<file path="src/rtl/game_ctrl.sv">
`default_nettype none
// =============================================================================
// Module   : game_ctrl
// Purpose  : Game timing and control. Produces a one-cycle game tick from a
//            phase accumulator, debounces the jump and pause buttons, encodes
//            the speed/difficulty switches, runs the IDLE/RUN/PAUSE/DEAD
//            state machine and applies an optional automatic speed ramp.
// Revision : 1.0 - initial release
// =============================================================================
module game_ctrl #(
   parameter int ACC_W      = 27,
   parameter int N_SPEED    = 4,
   parameter int N_DIFF     = 4,
   parameter int DIFF_W     = 2,
   parameter int LVL_W      = 4,
   parameter int MAX_LEVEL  = 7,
   parameter int BASE_INC   = 3,
   parameter int STEP_INC   = 2,
   parameter int DB_CYCLES  = 1000000,
   parameter int RAMP_EN    = 1,
   parameter int RAMP_TICKS = 64
) (
   input  logic               CLK100MHZ,
   input  logic               reset_btn,
   input  logic               jump_btn,
   input  logic               pause_btn,
   input  logic [N_SPEED-1:0] speed_in,
   input  logic [N_DIFF-1:0]  difficulty_in,
   input  logic               isdead,
   output logic               tick,
   output logic               jump,
   output logic               start,
   output logic [1:0]         game_state,
   output logic [LVL_W-1:0]   speed_level,
   output logic [DIFF_W-1:0]  difficulty
);

   localparam int C_DB_W = (DB_CYCLES > 1) ? $clog2(DB_CYCLES) : 1;
   localparam int C_RC_W = (RAMP_TICKS > 1) ? $clog2(RAMP_TICKS) : 1;

   localparam logic [C_DB_W-1:0] C_DB_LAST = C_DB_W'(DB_CYCLES - 1);
   localparam logic [C_RC_W-1:0] C_RC_LAST = C_RC_W'(RAMP_TICKS - 1);
   localparam logic [LVL_W-1:0]  C_MAX_LVL = LVL_W'(MAX_LEVEL);
   localparam logic [ACC_W-1:0]  C_BASE    = ACC_W'(BASE_INC);
   localparam logic [ACC_W-1:0]  C_STEP    = ACC_W'(STEP_INC);

   typedef enum logic [1:0] {
      ST_IDLE  = 2'd0,
      ST_RUN   = 2'd1,
      ST_PAUSE = 2'd2,
      ST_DEAD  = 2'd3
   } state_t;

   state_t              r_state;
   state_t              w_state_next;
   logic                w_jump_out;

   logic [1:0]          w_raw;
   logic [1:0]          w_press;
   logic                w_jump_stb;
   logic                w_pause_stb;

   logic [LVL_W-1:0]    w_enc_speed;
   logic [DIFF_W-1:0]   w_enc_diff;
   logic [LVL_W-1:0]    r_enc_speed;
   logic [DIFF_W-1:0]   r_enc_diff;

   logic [ACC_W-1:0]    r_acc;
   logic [ACC_W-1:0]    w_inc;
   logic [ACC_W-1:0]    w_sum;
   logic                w_carry;
   logic                w_advance;
   logic                r_tick;

   logic [LVL_W-1:0]    r_speed_level;
   logic [DIFF_W-1:0]   r_difficulty;
   logic [C_RC_W-1:0]   r_ramp_cnt;

   // -------------------------------------------------------------------------
   // Button conditioning: bit 0 is jump, bit 1 is pause.
   // -------------------------------------------------------------------------
   assign w_raw = {pause_btn, jump_btn};

   for (genvar gi = 0; gi < 2; gi++) begin : g_db
      logic              r_s1;
      logic              r_s2;
      logic              r_level;
      logic              r_press;
      logic [C_DB_W-1:0] r_cnt;

      // Synchronise, count consecutive disagreeing samples, flip the level once
      // the window fills, and strobe only on a 0->1 flip.
      always_ff @(posedge CLK100MHZ) begin
         if (reset_btn) begin
            r_s1    <= 1'b0;
            r_s2    <= 1'b0;
            r_level <= 1'b0;
            r_press <= 1'b0;
            r_cnt   <= '0;
         end else begin
            r_s1    <= w_raw[gi];
            r_s2    <= r_s1;
            r_press <= 1'b0;
            if (r_s2 == r_level) begin
               r_cnt <= '0;
            end else if (r_cnt == C_DB_LAST) begin
               r_cnt   <= '0;
               r_level <= r_s2;
               r_press <= r_s2;
            end else begin
               r_cnt <= r_cnt + 1'b1;
            end
         end
      end

      assign w_press[gi] = r_press;
   end

   assign w_jump_stb  = w_press[0];
   assign w_pause_stb = w_press[1];

   // -------------------------------------------------------------------------
   // Switch encoders
   // -------------------------------------------------------------------------

   // Highest set bit wins; the later loop iterations overwrite earlier ones.
   always_comb begin
      w_enc_speed = '0;
      for (int i = 0; i < N_SPEED; i++) begin
         if (speed_in[i]) w_enc_speed = LVL_W'(i + 1);
      end
      w_enc_diff = '0;
      for (int i = 0; i < N_DIFF; i++) begin
         if (difficulty_in[i]) w_enc_diff = DIFF_W'(i);
      end
   end

   // Register the encoded switches so no input reaches an output directly.
   always_ff @(posedge CLK100MHZ) begin
      if (reset_btn) begin
         r_enc_speed <= '0;
         r_enc_diff  <= '0;
      end else begin
         r_enc_speed <= w_enc_speed;
         r_enc_diff  <= w_enc_diff;
      end
   end

   // -------------------------------------------------------------------------
   // Game state machine
   // -------------------------------------------------------------------------

   // State register.
   always_ff @(posedge CLK100MHZ) begin
      if (reset_btn) begin
         r_state <= ST_IDLE;
      end else begin
         r_state <= w_state_next;
      end
   end

   // Next-state decode and jump pulse gating; death outranks pause in RUN.
   always_comb begin
      w_state_next = r_state;
      w_jump_out   = 1'b0;
      case (r_state)
         ST_IDLE: begin
            w_jump_out = w_jump_stb;
            if (w_jump_stb) w_state_next = ST_RUN;
         end
         ST_RUN: begin
            w_jump_out = w_jump_stb;
            if (isdead) begin
               w_state_next = ST_DEAD;
            end else if (w_pause_stb) begin
               w_state_next = ST_PAUSE;
            end
         end
         ST_PAUSE: begin
            if (w_pause_stb) w_state_next = ST_RUN;
         end
         ST_DEAD: begin
            if (w_jump_stb) w_state_next = ST_IDLE;
         end
         default: begin
            w_state_next = ST_IDLE;
         end
      endcase
   end

   // -------------------------------------------------------------------------
   // Phase accumulator and tick
   // -------------------------------------------------------------------------
   assign w_inc            = C_BASE + C_STEP * ACC_W'(r_speed_level);
   assign {w_carry, w_sum} = {1'b0, r_acc} + {1'b0, w_inc};

   // The accumulator only moves in cycles where RUN continues, so a pause
   // taken on a carry cycle keeps that carry for the resume.
   assign w_advance = (r_state == ST_RUN) && (w_state_next == ST_RUN);

   // Accumulate in RUN, hold in PAUSE/DEAD, clear in IDLE and on entry to it.
   always_ff @(posedge CLK100MHZ) begin
      if (reset_btn) begin
         r_acc  <= '0;
         r_tick <= 1'b0;
      end else begin
         r_tick <= 1'b0;
         if ((r_state == ST_IDLE) || (w_state_next == ST_IDLE)) begin
            r_acc <= '0;
         end else if (w_advance) begin
            r_acc  <= w_sum;
            r_tick <= w_carry;
         end
      end
   end

   // -------------------------------------------------------------------------
   // Speed level, difficulty and ramp
   // -------------------------------------------------------------------------

   // Track the switches in IDLE; otherwise freeze them and step the speed
   // level every RAMP_TICKS ticks up to MAX_LEVEL.
   always_ff @(posedge CLK100MHZ) begin
      if (reset_btn) begin
         r_speed_level <= '0;
         r_difficulty  <= '0;
         r_ramp_cnt    <= '0;
      end else if (r_state == ST_IDLE) begin
         r_speed_level <= r_enc_speed;
         r_difficulty  <= r_enc_diff;
         r_ramp_cnt    <= '0;
      end else if (w_state_next == ST_IDLE) begin
         r_ramp_cnt <= '0;
      end else if ((RAMP_EN != 0) && w_advance && w_carry) begin
         if (r_ramp_cnt == C_RC_LAST) begin
            r_ramp_cnt <= '0;
            if (r_speed_level < C_MAX_LVL) begin
               r_speed_level <= r_speed_level + 1'b1;
            end
         end else begin
            r_ramp_cnt <= r_ramp_cnt + 1'b1;
         end
      end
   end

   // -------------------------------------------------------------------------
   // Outputs
   // -------------------------------------------------------------------------
   assign tick        = r_tick;
   assign jump        = w_jump_out;
   assign start       = (r_state != ST_IDLE);
   assign game_state  = r_state;
   assign speed_level = r_speed_level;
   assign difficulty  = r_difficulty;

endmodule
`default_nettype wire

</file>
<file path="config.mk">
export PLATFORM = sky130hd
export DESIGN_NAME = game_ctrl
export DESIGN_NICKNAME = d
export VERILOG_FILES = /design/src/rtl/game_ctrl.sv
export SDC_FILE = /design/constraint.sdc
export NUM_CORES = 1
export LEC_CHECK = 0
export ABC_AREA = 0
export CAP_MARGIN = 20
export CELL_PAD_IN_SITES_DETAIL_PLACEMENT = 1
export CELL_PAD_IN_SITES_GLOBAL_PLACEMENT = 1
export CORE_MARGIN = 5
export CORE_UTILIZATION = 49
export CTS_CLUSTER_DIAMETER = 60
export DETAILED_ROUTE_END_ITERATION = 16
export GPL_TIMING_DRIVEN = 0
export PLACE_DENSITY = 0.94
export SLEW_MARGIN = 0
export SYNTH_ARGS = -nofsm -noshare
export SYNTH_HDL_FRONTEND = slang
export SYNTH_SLANG_ARGS = --single-unit
</file>
<file path="constraint.sdc">
create_clock -name CLK100MHZ -period 4.1 [get_ports CLK100MHZ]
set_clock_uncertainty 0.15 [all_clocks]
set_input_delay 0.82 -clock CLK100MHZ [delete_from_list [all_inputs] [get_ports CLK100MHZ]]
set_output_delay 0.82 -clock CLK100MHZ [all_outputs]
set_load 0.02 [all_outputs]
</file>
==> run summary <==
Implementation results are summarized by area below.

Synthesis
After Yosys synthesis, AND-OR and OR-AND compound gates account for 8.177% of the synthesized area. Of all flip-flops after synthesis, the portion carrying an async set or reset was 0%. Warnings reported by Yosys during synthesis add up to 0. Yosys instantiated no cell more often than dfxtp_1. The cell count in the Yosys report is 504. The most common flop cell mapped by yosys is dfxtp_1.

Floorplanning
The standard cell core area is 0.008678 mm2. Per the OpenROAD floorplan log, the width of the die is around 100 um. The vertical extent of the die is 104.2 um.

Pwr
The peak supply drop is ~150 uV.

Critical path
The data arrival time of the worst path is between 3 and 4 ns. The worst path buffer plus inverter count is 3. For reference, the most critical setup path is categorized as reg -> reg. STA classifies the critical path endpoint as a register. The capturing point of the worst reg2reg path is r_ramp_cnt[4]. Per STA, the worst path is made up of inv_1 -> ha_1 -> inv_1 -> ha_1 -> fa_1 -> a21oi_1 -> o22a_1 -> or3_1 -> buf_2 -> or4_1 -> a21oi_1.

Placed design
The post-place setup slack is 0.7838 ns. The half-perimeter wire length of the detailed placement result is 7.932 mm. The congestion estimate from routability-driven global placement came to 0.8272.

Detailed routing
Per the detail_route log, met2 wirelength is 5.735 mm. After detailed routing, the number of vias per cell comes to 5.732. In the routed design, unresolved DRC markers number 0.

The uppermost signal routing layer after detailed routing is met4.

Final timing
The final number of hold-violating endpoints is 0. The final timing report lists a max-slew violation count of 0. The shortest clock period the worst path allows after layout is 3.216 ns.

Finish
Per the layout report, the design carries 1,036 filler cells. The number of nets in the layout is 563.

Clocking
The CTS tree is yes. The maximum buffer depth of the clock tree is 2.

Run status
The flow ran to the end, and the final reports show no timing, DRC or antenna violations.

GRT
Per the GRT congestion report, total overflow comes to 0.
-- sequential cells by signal (all words and copies together) (netlist names) --
signal	cells
r_ramp_cnt	6
r_enc_speed	3
g_db.r_level	2
g_db.r_s1	2
difficulty	2
game_state	2
tick	1
g_db.r_cnt	40
r_acc	27
r_enc_diff	2
g_db.r_press	2
g_db.r_s2	2
speed_level	4
-- power by group --
part | switching [mW] | internal (mW)
Clock | 0.358 | 0.290
Combinational | 0.0218 | 0.0203
Sequential | 0.00556 | 0.929
-- final cells by class --
class,instances,area [um2],area share (%)
Tap cell,108,135.1,2.761
Clock buffer,9,123.9,2.531
Inverter,20,75.07,1.534
Sequential cell,95,1902,38.85
Clock inverter,7,80.08,1.636
Buffer,14,53.80,1.099
Multi-Input combinational cell,375,2315,47.29
Timing Repair Buffer,21,210.2,4.294
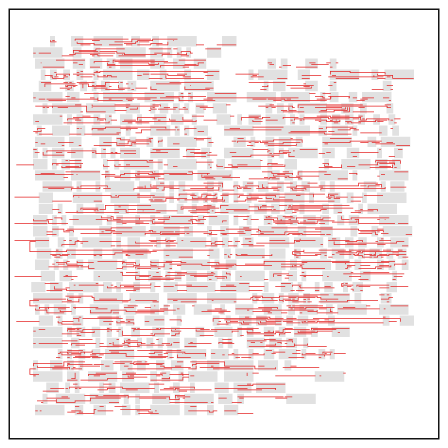
Figure 1: the metal 1 layer.
Cells faint in the background.
main direction: horizontal
wire length on this layer: 4,820 um
met1 routing resource usage after global routing: 25.44%
routed vias: 3,720
final routed wirelength across all metal layers: 11.08 mm

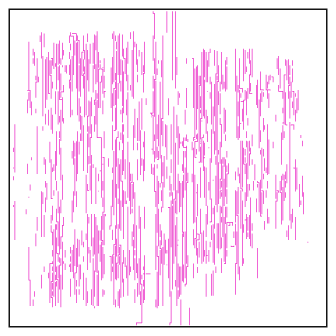
Figure 2: M2 wires.
nets with wire on the layer: 512
longest straight run: 43.0 um
main direction: vertical
share of all routed wire: 52%
wire length on this layer: 5,740 um

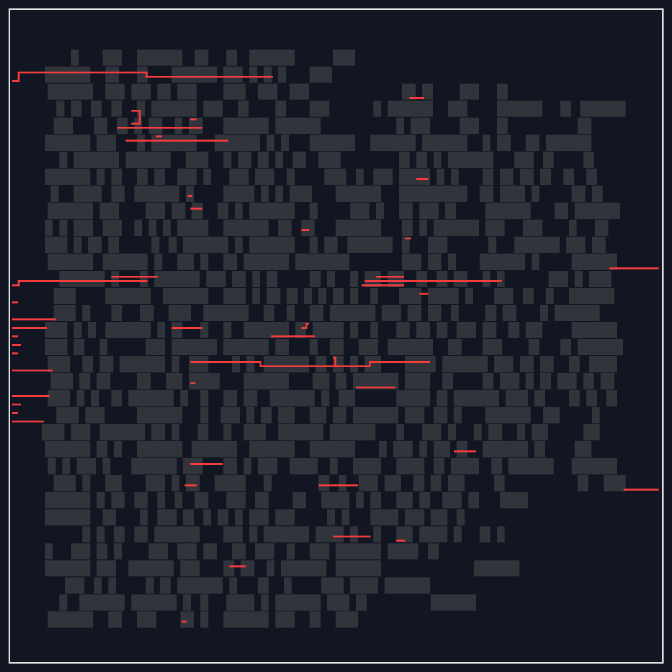
Figure 3: metal 3.
Cells faint in the background.
share of all routed wire: 2.5%
wire length on this layer: 280 um
longest straight run: 21.6 um
main direction: horizontal
nets with wire on the layer: 33
met3 Track Usage GR: 3.166%

Power figures rest on the tool's default switching activity, not on a simulated workload.
